$ cat src/rtl/led_seq_pkg.sv
// Shared encodings, entry patterns and pattern-step helpers for the LED mode sequencer.
package led_seq_pkg;

    localparam int unsigned PAT_W = 4;

    typedef enum logic [1:0] {
        MODE_OFF    = 2'd0,
        MODE_TOGGLE = 2'd1,
        MODE_CHASE  = 2'd2,
        MODE_COUNT  = 2'd3
    } mode_e;

    typedef enum logic {
        ST_RUN   = 1'b0,
        ST_PAUSE = 1'b1
    } run_state_e;

    localparam logic [PAT_W-1:0] ENTRY_OFF    = 4'b0000;
    localparam logic [PAT_W-1:0] ENTRY_TOGGLE = 4'b0000;
    localparam logic [PAT_W-1:0] ENTRY_CHASE  = 4'b1000;
    localparam logic [PAT_W-1:0] ENTRY_COUNT  = 4'b0000;

    // Counter width for a 0..limit-1 counter, never narrower than one bit.
    function automatic int unsigned cnt_width(input int unsigned limit);
        return (limit > 1) ? $clog2(limit) : 1;
    endfunction

    function automatic logic [PAT_W-1:0] entry_pattern(input mode_e mode);
        logic [PAT_W-1:0] pat;
        pat = ENTRY_OFF;
        case (mode)
            MODE_OFF:    pat = ENTRY_OFF;
            MODE_TOGGLE: pat = ENTRY_TOGGLE;
            MODE_CHASE:  pat = ENTRY_CHASE;
            MODE_COUNT:  pat = ENTRY_COUNT;
            default:     pat = ENTRY_OFF;
        endcase
        return pat;
    endfunction

    function automatic logic [PAT_W-1:0] next_pattern(input mode_e mode,
                                                       input logic [PAT_W-1:0] pat);
        logic [PAT_W-1:0] nxt;
        nxt = '0;
        case (mode)
            MODE_OFF:    nxt = '0;
            MODE_TOGGLE: nxt = ~pat;
            MODE_CHASE:  nxt = {pat[0], pat[PAT_W-1:1]};
            MODE_COUNT:  nxt = pat + PAT_W'(1);
            default:     nxt = '0;
        endcase
        return nxt;
    endfunction

endpackage

$ cat src/rtl/switch_debounce.sv
// One switch: 2-flop synchronizer, optional counter filter (LED_SEQ_DEBOUNCE_EN), release pulse.
module switch_debounce
    import led_seq_pkg::*;
#(
    parameter int unsigned DEBOUNCE_LIMIT = 250000
) (
    input  logic clk,
    input  logic rst,
    input  logic switch_raw,
    output logic release_c
);

    logic sync1_q, sync1_d;
    logic sync2_q, sync2_d;
    logic level_q, level_d;
    logic level_dly_q, level_dly_d;

    always_comb begin
        sync1_d     = switch_raw;
        sync2_d     = sync1_q;
        level_dly_d = level_q;
    end

`ifdef LED_SEQ_DEBOUNCE_EN
    localparam int unsigned      CNT_W   = cnt_width(DEBOUNCE_LIMIT);
    localparam logic [CNT_W-1:0] CNT_MAX = CNT_W'(DEBOUNCE_LIMIT - 1);

    logic [CNT_W-1:0] cnt_q, cnt_d;

    // Level flips only after the synced input has disagreed for DEBOUNCE_LIMIT cycles.
    always_comb begin
        cnt_d   = '0;
        level_d = level_q;
        if (sync2_q != level_q) begin
            if (cnt_q == CNT_MAX) begin
                level_d = sync2_q;
            end else begin
                cnt_d = cnt_q + CNT_W'(1);
            end
        end
    end

    always_ff @(posedge clk) begin
        if (rst) begin
            cnt_q <= '0;
        end else begin
            cnt_q <= cnt_d;
        end
    end
`else
    logic unused_debounce_limit;

    always_comb begin
        level_d               = sync2_q;
        unused_debounce_limit = (DEBOUNCE_LIMIT == 32'd0);
    end
`endif

    always_ff @(posedge clk) begin
        if (rst) begin
            sync1_q     <= 1'b0;
            sync2_q     <= 1'b0;
            level_q     <= 1'b0;
            level_dly_q <= 1'b0;
        end else begin
            sync1_q     <= sync1_d;
            sync2_q     <= sync2_d;
            level_q     <= level_d;
            level_dly_q <= level_dly_d;
        end
    end

    assign release_c = level_dly_q & ~level_q;

endmodule

$ cat src/rtl/led_mode_sequencer.sv
// Four-LED pattern sequencer: mode select, run/pause and single step from three switches.
// Switch filtering is enabled by LED_SEQ_DEBOUNCE_EN.
module led_mode_sequencer
    import led_seq_pkg::*;
#(
    parameter int unsigned DEBOUNCE_LIMIT = 250000,
    parameter int unsigned STEP_LIMIT     = 6250000
) (
    input  logic       i_Clk,
    input  logic       i_Rst,
    input  logic       i_Switch_1,
    input  logic       i_Switch_2,
    input  logic       i_Switch_3,
    output logic       o_LED_1,
    output logic       o_LED_2,
    output logic       o_LED_3,
    output logic       o_LED_4,
    output logic [1:0] o_Mode,
    output logic       o_Paused
);

    localparam int unsigned       STEP_W   = cnt_width(STEP_LIMIT);
    localparam logic [STEP_W-1:0] STEP_MAX = STEP_W'(STEP_LIMIT - 1);

    logic release_1_c, release_2_c, release_3_c;
    logic tick_c;

    mode_e             mode_q, mode_d;
    run_state_e        state_q, state_d;
    logic [PAT_W-1:0]  pattern_q, pattern_d;
    logic [STEP_W-1:0] step_cnt_q, step_cnt_d;

    switch_debounce #(.DEBOUNCE_LIMIT(DEBOUNCE_LIMIT)) u_sw1 (
        .clk        (i_Clk),
        .rst        (i_Rst),
        .switch_raw (i_Switch_1),
        .release_c  (release_1_c)
    );

    switch_debounce #(.DEBOUNCE_LIMIT(DEBOUNCE_LIMIT)) u_sw2 (
        .clk        (i_Clk),
        .rst        (i_Rst),
        .switch_raw (i_Switch_2),
        .release_c  (release_2_c)
    );

    switch_debounce #(.DEBOUNCE_LIMIT(DEBOUNCE_LIMIT)) u_sw3 (
        .clk        (i_Clk),
        .rst        (i_Rst),
        .switch_raw (i_Switch_3),
        .release_c  (release_3_c)
    );

    // Events resolve in priority order: mode change, run/pause, single step, timer tick.
    always_comb begin
        mode_d     = mode_q;
        state_d    = state_q;
        pattern_d  = pattern_q;
        step_cnt_d = step_cnt_q;
        tick_c     = (state_q == ST_RUN) && (step_cnt_q == STEP_MAX);

        if (state_q == ST_RUN) begin
            step_cnt_d = tick_c ? '0 : step_cnt_q + STEP_W'(1);
        end

        if (release_1_c) begin
            mode_d     = mode_e'(mode_q + 2'd1);
            pattern_d  = entry_pattern(mode_d);
            step_cnt_d = '0;
            state_d    = ST_RUN;
        end else if (release_2_c) begin
            state_d = (state_q == ST_RUN) ? ST_PAUSE : ST_RUN;
        end else if (release_3_c && (state_q == ST_PAUSE)) begin
            pattern_d = next_pattern(mode_q, pattern_q);
        end else if (tick_c) begin
            pattern_d = next_pattern(mode_q, pattern_q);
        end
    end

    always_ff @(posedge i_Clk) begin
        if (i_Rst) begin
            mode_q     <= MODE_OFF;
            state_q    <= ST_RUN;
            pattern_q  <= '0;
            step_cnt_q <= '0;
        end else begin
            mode_q     <= mode_d;
            state_q    <= state_d;
            pattern_q  <= pattern_d;
            step_cnt_q <= step_cnt_d;
        end
    end

    assign {o_LED_1, o_LED_2, o_LED_3, o_LED_4} = pattern_q;
    assign o_Mode   = mode_q;
    assign o_Paused = (state_q == ST_PAUSE);

endmodule

$ cat config.mk
export PLATFORM = sky130hd
export DESIGN_NAME = led_mode_sequencer
export DESIGN_NICKNAME = d
export VERILOG_FILES = /design/src/rtl/led_seq_pkg.sv /design/src/rtl/switch_debounce.sv /design/src/rtl/led_mode_sequencer.sv
export SDC_FILE = /design/constraint.sdc
export NUM_CORES = 1
export LEC_CHECK = 0
export ABC_AREA = 1
export CAP_MARGIN = 20
export CORE_ASPECT_RATIO = 1.2
export CORE_UTILIZATION = 58
export DETAILED_ROUTE_END_ITERATION = 8
export PLACE_DENSITY = 0.78
export SLEW_MARGIN = 0
export SYNTH_ARGS = -nofsm -noshare
export SYNTH_HDL_FRONTEND = slang
export SYNTH_SLANG_ARGS = --single-unit
$ cat constraint.sdc
create_clock -name i_Clk -period 1.9 [get_ports i_Clk]
set_input_delay 0.38 -clock i_Clk [delete_from_list [all_inputs] [get_ports i_Clk]]
set_output_delay 0.38 -clock i_Clk [all_outputs]
set_load 0.1 [all_outputs]
==> reports/qor.yml, run 1 <==
status: "finished, final reports clean"
hold_buffers: 0
ys_types: 28
vdd_drop_max_v: 0.000728
synthArstFlopShare_pct: 0
crit_type: "reg2reg"
ys_cells: 295
cts_tree: "yes"
chip_area_sq_um: 3750
grt_overflow: 0
end_kind: "register"
worst_slack_ns: 0.245
clock_skew_ns: 0.00336
drt_pass1_iterations: 4
path_clk_slew_ns: 0.09
cp-start-kind: "register"
power_w: 0.00163
yosys_area_sq_um: 2040
first_global_vias: 1646
largest_reg_flops: 23
powerComb_w: 0.000112
power_switching_share_pct: 25.8
top_power_group: "sequential cells"
fill_cells: 280
cp-endpoint: "step_cnt_q[14]$_SDFFE_PP0N_"
min_path_cells: 2
pwr-share-clk_pct: 36.9
max_slew_margin_pct: 77.3
initial_core_util_pct: 61.0
grt_max_degree: 16
worstSkewPairLatency_ns: 0.29
drtIter0Drc: 105
io_pins: 12
slowest_delay_ns: 0.40
rr_startpoint: "step_cnt_q[0]$_SDFFE_PP0N_"
hp-class: "reg2reg"
worst_path_max_delay_cell: "dfxtp_1"
final_nets: 325
final_cells: 351
synthesis.area_sq_um: 2040
rr_worst_depth: 6
ant_nets: 0
finalSetupViolations: 0
log.warning_count: 30
required_ns: 2.08
area_delta_synth_final_pct: 15.6
path_buffers: 0
synth.most_common_cell: "nand2_1"
cp.depth: 6
hold_start: "u_sw1.sync1_q$_SDFF_PP0_"
r2r_end: "step_cnt_q[14]$_SDFFE_PP0N_"
comb_power_share_pct: 6.9
timing.hold.ws_ns: 0.407
rrSetupSlack_ns: 0.24
antenna_found_initial: 0
p_int_w: 0.00121
fin_crit_ns: 1.66
post-place-ws_ns: 0.163
pg_clk_w: 0.000600
drive_above_1_share_pct: 11.8
power.switching_w: 0.000419
setup_tns_ns: 0
top_area_cell: "dfxtp_1"
startpoint: "step_cnt_q[0]$_SDFFE_PP0N_"
clock_sinks: 42
worstMarginPinSlew_ns: 0.337
regMostFlops: "step_cnt_q"
drc: 0
hold_path_end: "u_sw1.level_d$_SDFF_PP0_"
rsz0062_at_grt: "no"
flop_cell: "dfxtp_1"
grt_use_total_pct: 24.9
edf_count: 0
syn-instance-count: 295
gp_congestion: 0.967
period_used_pct: 87.1
post-place-cells: 343
## run 1: repair_timing
action / CTS / global route
buffers inserted: 0 / 0
gates resized: 0 / 1
setup endpoints to repair: 0 / 1
## run 1: per-layer routing
| metal | vias to the layer above | global-route usage [%] | part of all wire, % |
|---|---|---|---|
| li1 | 971 | - | - |
| met2 | 58 | 44.6 | 51 |
| met3 | 13 | 5.44 | 4.7 |
| met4 | 0 | 11.6 | 2.3 |
| met5 | - | 0 | 0 |
| met1 | 861 | 28.1 | 42 |
## run 1: cell families after synthesis
group | share of synthesized area, %
flip-flops | 41.3
adder cells (fa/ha/maj) | 4.30
buffers and inverters | 9.95
AND/OR/NAND/NOR | 33.1
AND-OR/OR-AND | 10.5
XOR/XNOR | 0.860
## run 1: area by class of cell
type | instances | area (sq um) | area share, %
Clock inverter | 3 | 25.0 | 1.06
Tap cell | 37 | 46.3 | 1.97
Sequential cell | 42 | 845 | 35.9
Timing Repair Buffer | 15 | 198 | 8.40
Clock buffer | 5 | 68.8 | 2.92
Multi-Input combinational cell | 202 | 996 | 42.3
Inverter | 47 | 176 | 7.49
## run 1: cells in the final DEF (no fill, tap or decap), types with 2 or more instances in the layout
cell and instances:
ha_1 7, clkdlybuf4s50_1 4, nand4_1 3, nor4_1 3, nand2_2 4, o31ai_1 2, buf_4 5, clkbuf_8 5
nor3b_1 2, buf_12 6, a21oi_1 21, dfxtp_1 39, o21ai_2 2, o21ai_0 11, nand2_1 57, a22oi_1 2
inv_2 3, nor3_1 7, nand3_1 20, dfxtp_2 3, nor2_1 50, inv_1 43, nand3b_1 2, xor2_1 2
nor2_2 3
run_1/layers.png
Only two layers are drawn.
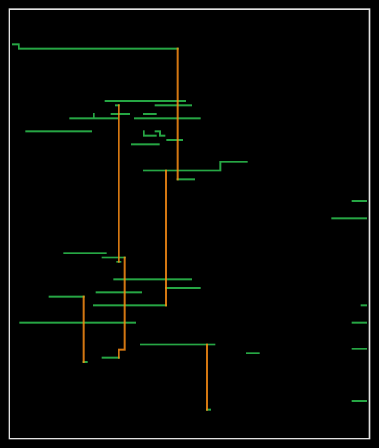
M4 -> orange  # wire length 103 um
M3 -> green  # wire length 208 um
Via Count: 1903
DR WL/cell: 12.5 um

run_1/pinout.png
Pins as bars across the die edge, other pins in gray.
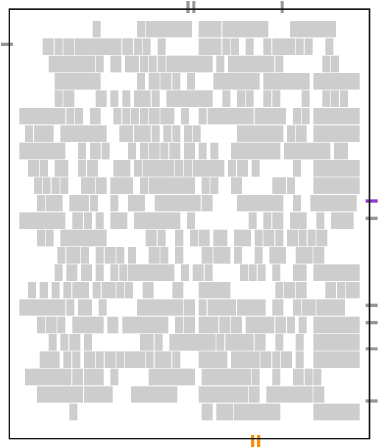
o_Mode -> orange  # pins 2, direction output, edge bottom
o_Paused -> purple  # pins 1, direction output, edge right
all pins by edge = 6 right, 3 top, 2 bottom, 1 left
height of the die: 66.9 um
IO Port Bufs: 11
die width: 56.1 um

run_1/congestion_map.png
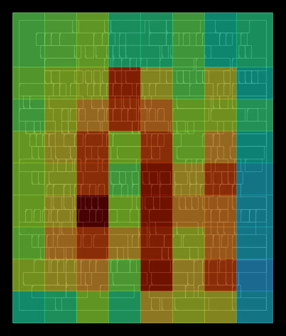
met3 Usage GRT: 5.44%
fin util: 70.5%

run_1/class_map.png
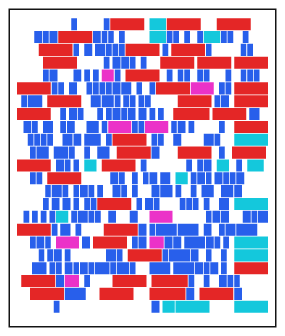
remaining buffers and delay cells -> cyan  # cells 15, share of their area 8.6%
clock drivers and dummy loads -> magenta  # cells 8, share of their area 4.1%
sequential cells -> red  # cells 42, share of their area 37%
remaining logic cells -> blue  # cells 249, share of their area 51%
Core Area: 3340 sq um
flop share of the area: 35.9%
Row Count: 23
Design Area, Final: 2350 sq um

==> run 1 -> run 2 <==
ABC_CLOCK_PERIOD_IN_PS = 1900   (was unset)
run_2/pinout.png
Pins as bars across the die edge, other pins in gray.
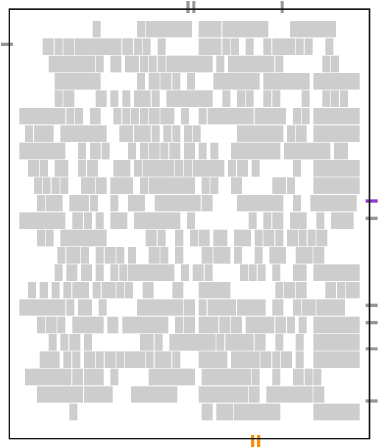
o_Mode -> orange  # pins 2, direction output, edge bottom
o_Paused -> purple  # pins 1, direction output, edge right
all pins by edge = 6 right, 3 top, 2 bottom, 1 left

==> reports/qor.yml, run 2 <==
status: "finished, final reports clean"
ant_nets: 0  # unchanged
final_cells: 351  # unchanged
vias: 1903  # unchanged
area_delta_synth_final_pct: 15.6  # unchanged
final-hold-violation-count: 0
rr_startpoint: "step_cnt_q[0]$_SDFFE_PP0N_"
chip_area_sq_um: 3750  # unchanged
ys_types: 28  # unchanged
core_sq_um: 3340  # unchanged
regMostFlops: "step_cnt_q"
cp-start-kind: "register"
cts_tree: "yes"
hold_start: "u_sw1.sync1_q$_SDFF_PP0_"
die_y_um: 66.9  # unchanged
die_w_um: 56.1  # unchanged
top_area_cell: "dfxtp_1"
path_cells: "ha_1 > nand2_1 > nor2_2 > nand3_1 > o21ai_0 > a21oi_1"
place.port_buffers: 11  # unchanged
pwr-share-clk_pct: 36.9  # about the same
lay_top_cells: "57 x nand2_1, 50 x nor2_1, 43 x inv_1, 39 x dfxtp_1, 21 x a21oi_1"
rrSetupSlack_ns: 0.24  # about the same
comb_power_share_pct: 6.9  # about the same
hp-class: "reg2reg"
first_global_vias: 1646  # unchanged
required_ns: 2.08  # about the same
grt_use_total_pct: 24.9  # unchanged
root_buffer: "clkbuf_8"
powerComb_w: 0.000112  # about the same
p_leak_nw: 0.988
n_antenna_cell: 0
fin_crit_ns: 1.66  # unchanged
min_path_cells: 2  # unchanged
io_pins: 12  # unchanged
avgSynthCellArea_sq_um: 6.90
max_slew_margin_pct: 77.3  # unchanged
antenna_found_initial: 0  # unchanged
grt_overflow: 0  # unchanged
arrival_ns: 1.83
synth_flops: 42
drt_pass1_iterations: 4  # unchanged
powerSeq_w: 0.000914
finalSetupViolations: 0  # unchanged
routedWlPerCell_um: 12.5  # unchanged
drive_above_1_share_pct: 11.8  # unchanged
clock_sinks: 42  # unchanged
p_int_w: 0.00121  # unchanged
rsz0062_at_grt: "no"
flop_cell: "dfxtp_1"
syn-instance-count: 295  # unchanged
hold_path_end: "u_sw1.level_d$_SDFF_PP0_"
worst_path_max_delay_cell: "dfxtp_1"
drtIter0Drc: 105  # unchanged
area_leaders: "dfxtp_1 41%, nand2_1 11%, nor2_1 9.4%"
routed_wl_um: 4380
lay_top_count: "nand2_1"
worstMarginPinSlew_ns: 0.337  # unchanged
synth_nets: 307
synthesis.area_sq_um: 2040  # unchanged
pg_clk_w: 0.000600  # about the same
clock_skew_ns: 0.00336  # unchanged
fmax_mhz: 604
powerDensity_nw_per_um2: 690
gp_congestion: 0.967  # unchanged
period_used_pct: 87.1  # unchanged
hold_buffers: 0  # unchanged
pwr-share-seq_pct: 56.2
cts_buffers: 5
finalMaxSlewViolations: 0
path_clk_slew_ns: 0.09  # about the same
r2r_end: "step_cnt_q[14]$_SDFFE_PP0N_"
power.switching_w: 0.000419  # unchanged
rows: 23  # unchanged
ctsLongestPathBuffers: 2
log.warning_count: 30  # unchanged
top_area_share_pct: 41.3
via_per_inst: 5.42
yosys_area_sq_um: 2040  # unchanged
end_kind: "register"
timing.hold.ws_ns: 0.407  # unchanged
top_power_group: "sequential cells"
grt_max_degree: 16  # unchanged
rr_worst_depth: 6  # unchanged
edf_count: 0  # unchanged
vdd_drop_max_v: 0.000728  # unchanged
cts_htree_levels: 2
drc: 0  # unchanged
power_switching_share_pct: 25.8  # unchanged
worstSkewPairLatency_ns: 0.29  # about the same
post-place-cells: 343  # unchanged
ys_seq_share_pct: 41.3
final_nets: 325  # unchanged
hpwl_um: 3230
cp-endpoint: "step_cnt_q[14]$_SDFFE_PP0N_"
grt_pass1_wl_um: 7200
setup_tns_ns: 0  # unchanged
ys_top_cells_by_count: "57 x nand2_1, 51 x nor2_1, 43 x inv_1, 42 x dfxtp_1, 21 x a21oi_1"
path_max_fanout: 5
startpoint: "step_cnt_q[0]$_SDFFE_PP0N_"
largest_reg_flops: 23  # unchanged
synth.most_common_cell: "nand2_1"
crit_type: "reg2reg"
ys_cells: 295  # unchanged
initial_core_util_pct: 61.0  # unchanged
ys_warn_count: 0
synthArstFlopShare_pct: 0  # unchanged
slowest_delay_ns: 0.40  # about the same
==> run 2: per-layer routing <==
| metal | wire [um] | vias to the layer above | GRT usage [%] |
|---|---|---|---|
| met4 | 102 | 0 | 11.6 |
| met5 | 0 | - | 0 |
| met1 | 1840 | 861 | 28.1 |
| li1 | - | 971 | - |
| met2 | 2220 | 58 | 44.6 |
| met3 | 207 | 13 | 5.44 |
==> run 2: logic make-up (layout without fill, tap and decap cells) <==
group	after synthesis	count (layout)	share of synthesized area (%)
and+or+nand+nor	154	154	33.1
buffers and inverters	51	70	9.95
AOI/OAI and AO/OA	39	39	10.5
DFF	42	42	41.3
xor gates and xnor gates	2	2	0.860
adders and majority gates	7	7	4.30
==> run 2: cell type report <==
class                      count  area (sq um)
fill                         280           983
tap                           37          46.3
sequential                    42           845
inverter                      47           176
clock buffer                   5          68.8
clock inverter                 3          25.0
multi-input combinational    202           996
timing repair buffer          15           198
==> run 2: worst max-delay path, delay by kind of cell, from the launching register on <==
kind,cells,cell delay [ns]
AND-OR/OR-AND,2,0.39
adder cells (fa/ha/maj),1,0.22
flip-flops,1,0.40
AND/OR/NAND/NOR,3,0.54
==> run 2: repair_timing <==
action,CTS,global route
buffers inserted,0,0
gates resized,0,1
setup endpoints to repair,0,1
==> run 2: per-stage QoR <==
stage / area, sq um / worst slack (ns) / util (%) / power, W
after floorplan: 2040 / 0.0594 / - / 0.00101
after global routing: 2350 / 0.0924 / 70.5 / 0.00169
after detailed placement: 2260 / 0.163 / 67.7 / 0.00105
after global placement: 2260 / 0.213 / 67.7 / 0.00104
after CTS: 2350 / 0.140 / 70.5 / 0.00164
final: 2350 / 0.245 / 70.5 / 0.00163
run_2/clock_wires.png
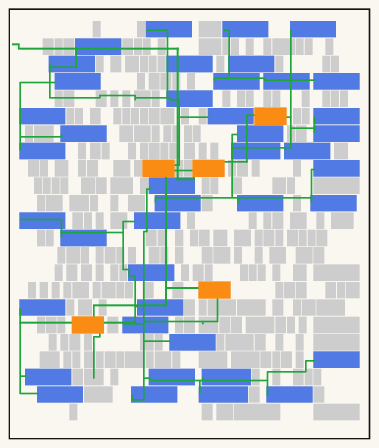

==> run 2 -> run 3 <==
ABC_CLOCK_PERIOD_IN_PS = 1700   (was 1900)
clock period = 1.7 ns   (was 1.9 ns; I/O delays follow)
run_3/clock_wires.png
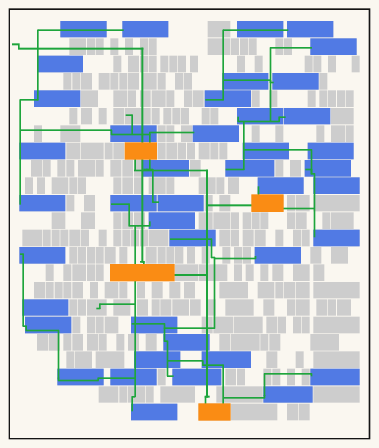
clock-net drivers -> orange  # count 5
flip-flops -> blue  # count 42
clock wires -> green  # length 500 um
flops lie = spread over the die
routed clock nets = 6
power share of the clock group: 36.5%
Layout Skew: 0.00481 ns
Clock Latency Late Sink: 0.30 ns
Clk. pwr: 0.000662 W

==> reports/qor.yml, run 3 <==
place.port_buffers: 11  # unchanged
yosys_area_sq_um: 2040  # unchanged
status: "finished, final reports clean"
cts_setup_buffers: 0  # unchanged
ys_cells: 295  # unchanged
synth.most_common_cell: "nand2_1"
timing.hold.ws_ns: 0.409  # +0.00163 ns
rsz0062_at_grt: "no"
startpoint: "step_cnt_q[0]$_SDFFE_PP0N_"
rows: 23  # unchanged
regMostFlops: "step_cnt_q"
edf_count: 0  # unchanged
die_y_um: 66.9  # unchanged
synth-xor-area-share_pct: 0.860  # unchanged
max_slew_margin_pct: 74.6  # -2.7 points
hold_start: "u_sw2.sync1_q$_SDFF_PP0_"
period_used_pct: 90.4  # +3.3 points
hp-class: "reg2reg"
ys_seq_share_pct: 41.3  # unchanged
n_antenna_cell: 0  # unchanged
ys_warn_count: 0  # unchanged
first_global_vias: 1733  # +5.3%
compound_area_share_pct: 10.5  # unchanged
power.switching_w: 0.000464  # +11%
ctsLongestPathBuffers: 2  # unchanged
initial_core_util_pct: 61.0  # unchanged
largest_reg_flops: 23  # unchanged
syn-instance-count: 295  # unchanged
routed_wl_um: 4380  # unchanged
cp-start-kind: "register"
ant_nets: 0  # unchanged
fmax_mhz: 651  # +7.7%
cts_htree_levels: 2  # unchanged
root_buffer: "clkbuf_8"
cts_buffers: 5  # unchanged
vdd_drop_max_v: 0.000725  # -0.40%
setup_tns_ns: 0  # unchanged
chip_area_sq_um: 3750  # unchanged
finalMaxSlewViolations: 0  # unchanged
synthArstFlopShare_pct: 0  # unchanged
rr_startpoint: "step_cnt_q[0]$_SDFFE_PP0N_"
crit_family: "simple AND/OR/NAND/NOR gates"
antenna_found_initial: 0  # unchanged
fill_cells: 289  # +3.2%
powerSeq_w: 0.00102  # +10%
clock_sinks: 42  # unchanged
path_buffers: 0  # unchanged
worstMarginPinSlew_ns: 0.378  # +0.0406 ns
ys_types: 28  # unchanged
simple_gate_area_share_pct: 33.1  # unchanged
area_leaders: "dfxtp_1 41%, nand2_1 11%, nor2_1 9.4%"
path_cells: "ha_2 > nand2_1 > nor2_2 > nand3_1 > o21ai_0 > a21oi_1"
synth_nets: 307  # unchanged
top_power_group: "sequential cells"
top_area_cell: "dfxtp_1"
grt_use_total_pct: 25.5  # +0.64 points
finalSetupViolations: 0  # unchanged
required_ns: 1.88  # -0.20 ns
drtIter0Drc: 88  # -16%
drt_pass1_iterations: 8  # +4
crit_type: "reg2reg"
mux_share_pct: 0  # unchanged
drive_above_1_share_pct: 13.6  # +1.8 points
cts_resized: 0  # unchanged
regArea_sq_um: 847  # +0.30%
vias: 1882  # -1.1%
logic_family: "simple AND/OR/NAND/NOR gates"
p_leak_nw: 1.00  # +1.2%
core_sq_um: 3340  # unchanged
area_delta_synth_final_pct: 17.4
final_nets: 327  # +0.62%
top_area_share_pct: 41.3  # unchanged
power_switching_share_pct: 25.6  # -0.24 points
cts_tree: "yes"
fin_util_pct: 71.7  # +1.1 points
end_kind: "register"
grt_pass1_wl_um: 7360  # +2.2%
grt_max_degree: 16  # unchanged
comb_power_share_pct: 7.3  # +0.4 points
pwr-share-seq_pct: 56.3  # about the same
grt_overflow: 0  # unchanged
path_max_fanout: 4  # -1
fin_crit_ns: 1.54  # -0.119 ns
p_int_w: 0.00135  # +12%
via_per_inst: 5.33  # -1.7%
io_pins: 12  # unchanged
flop_cell: "dfxtp_1"
slowest_delay_ns: 0.39  # about the same
routedWlPerCell_um: 12.4  # -0.57%
synthesis.area_sq_um: 2040  # unchanged
lay_top_count: "nand2_1"
powerComb_w: 0.000132  # +18%
hold_buffers: 0  # unchanged
post-place-ws_ns: 0.125  # -0.0379 ns
arrival_ns: 1.72  # -0.11 ns
hpwl_um: 3200  # -0.71%
ys_sh_adder_pct: 4.30  # unchanged
power_w: 0.00182  # +12%
ys_top_cells_by_count: "57 x nand2_1, 51 x nor2_1, 43 x inv_1, 42 x dfxtp_1, 21 x a21oi_1"
synth_flops: 42  # unchanged
worst_path_max_delay_cell: "dfxtp_1"
lay_top_cells: "57 x nand2_1, 50 x nor2_1, 43 x inv_1, 37 x dfxtp_1, 21 x a21oi_1"
drc: 0  # unchanged
powerDensity_nw_per_um2: 760  # +10%
worst_slack_ns: 0.164  # -0.0814 ns
[run 3: worst paths after layout]
check | end | slack, ns | depth (start not counted)
worst max-delay path | step_cnt_q[14]$_SDFFE_PP0N_ | 0.16 | 6
worst min-delay path | u_sw2.level_d$_SDFF_PP0_ | 0.41 | 2
worst max register to register | step_cnt_q[14]$_SDFFE_PP0N_ | 0.16 | 6
worst min register to register | u_sw2.level_d$_SDFF_PP0_ | 0.41 | 2
[run 3: layer usage]
| metal | wire [um] | part of all wire, % | track usage, % |
|---|---|---|---|
| met1 | 1830 | 42 | 28.6 |
| met2 | 2210 | 50 | 45.2 |
| met3 | 184 | 4.2 | 4.85 |
| met4 | 157 | 3.6 | 14.6 |
| met5 | 0 | 0 | 0 |
[run 3: logic make-up after synthesis]
kind of cell               Yosys count
xor gates and xnor gates             2
AOI/OAI and AO/OA                   39
and+or+nand+nor                    154
buffers and inverters               51
DFF                                 42
adders and majority gates            7
[run 3: metrics by stage]
stage / instance area [sq um] / std cells
after floorplan: 2040 / 295
after global placement: 2290 / 345
after detailed placement: 2290 / 345
after CTS: 2380 / 353
after global routing: 2390 / 353
final: 2390 / 353
[run 3: area by class of cell]
cell class / instances / area share [%]
Timing Repair Buffer: 17 / 9.41
Clock buffer: 5 / 2.88
Multi-Input combinational cell: 202 / 41.9
Sequential cell: 42 / 35.4
Tap cell: 37 / 1.94
Clock inverter: 3 / 1.05
Inverter: 47 / 7.37
[run 3: worst min-delay path, delay by kind of cell (launching register included)]
kind | cells | cell delay, ns
buffers and inverters | 1 | 0.04
flip-flops | 1 | 0.31
AND/OR/NAND/NOR | 1 | 0.03
Power figures rest on the tool's default switching activity, not on a simulated workload.
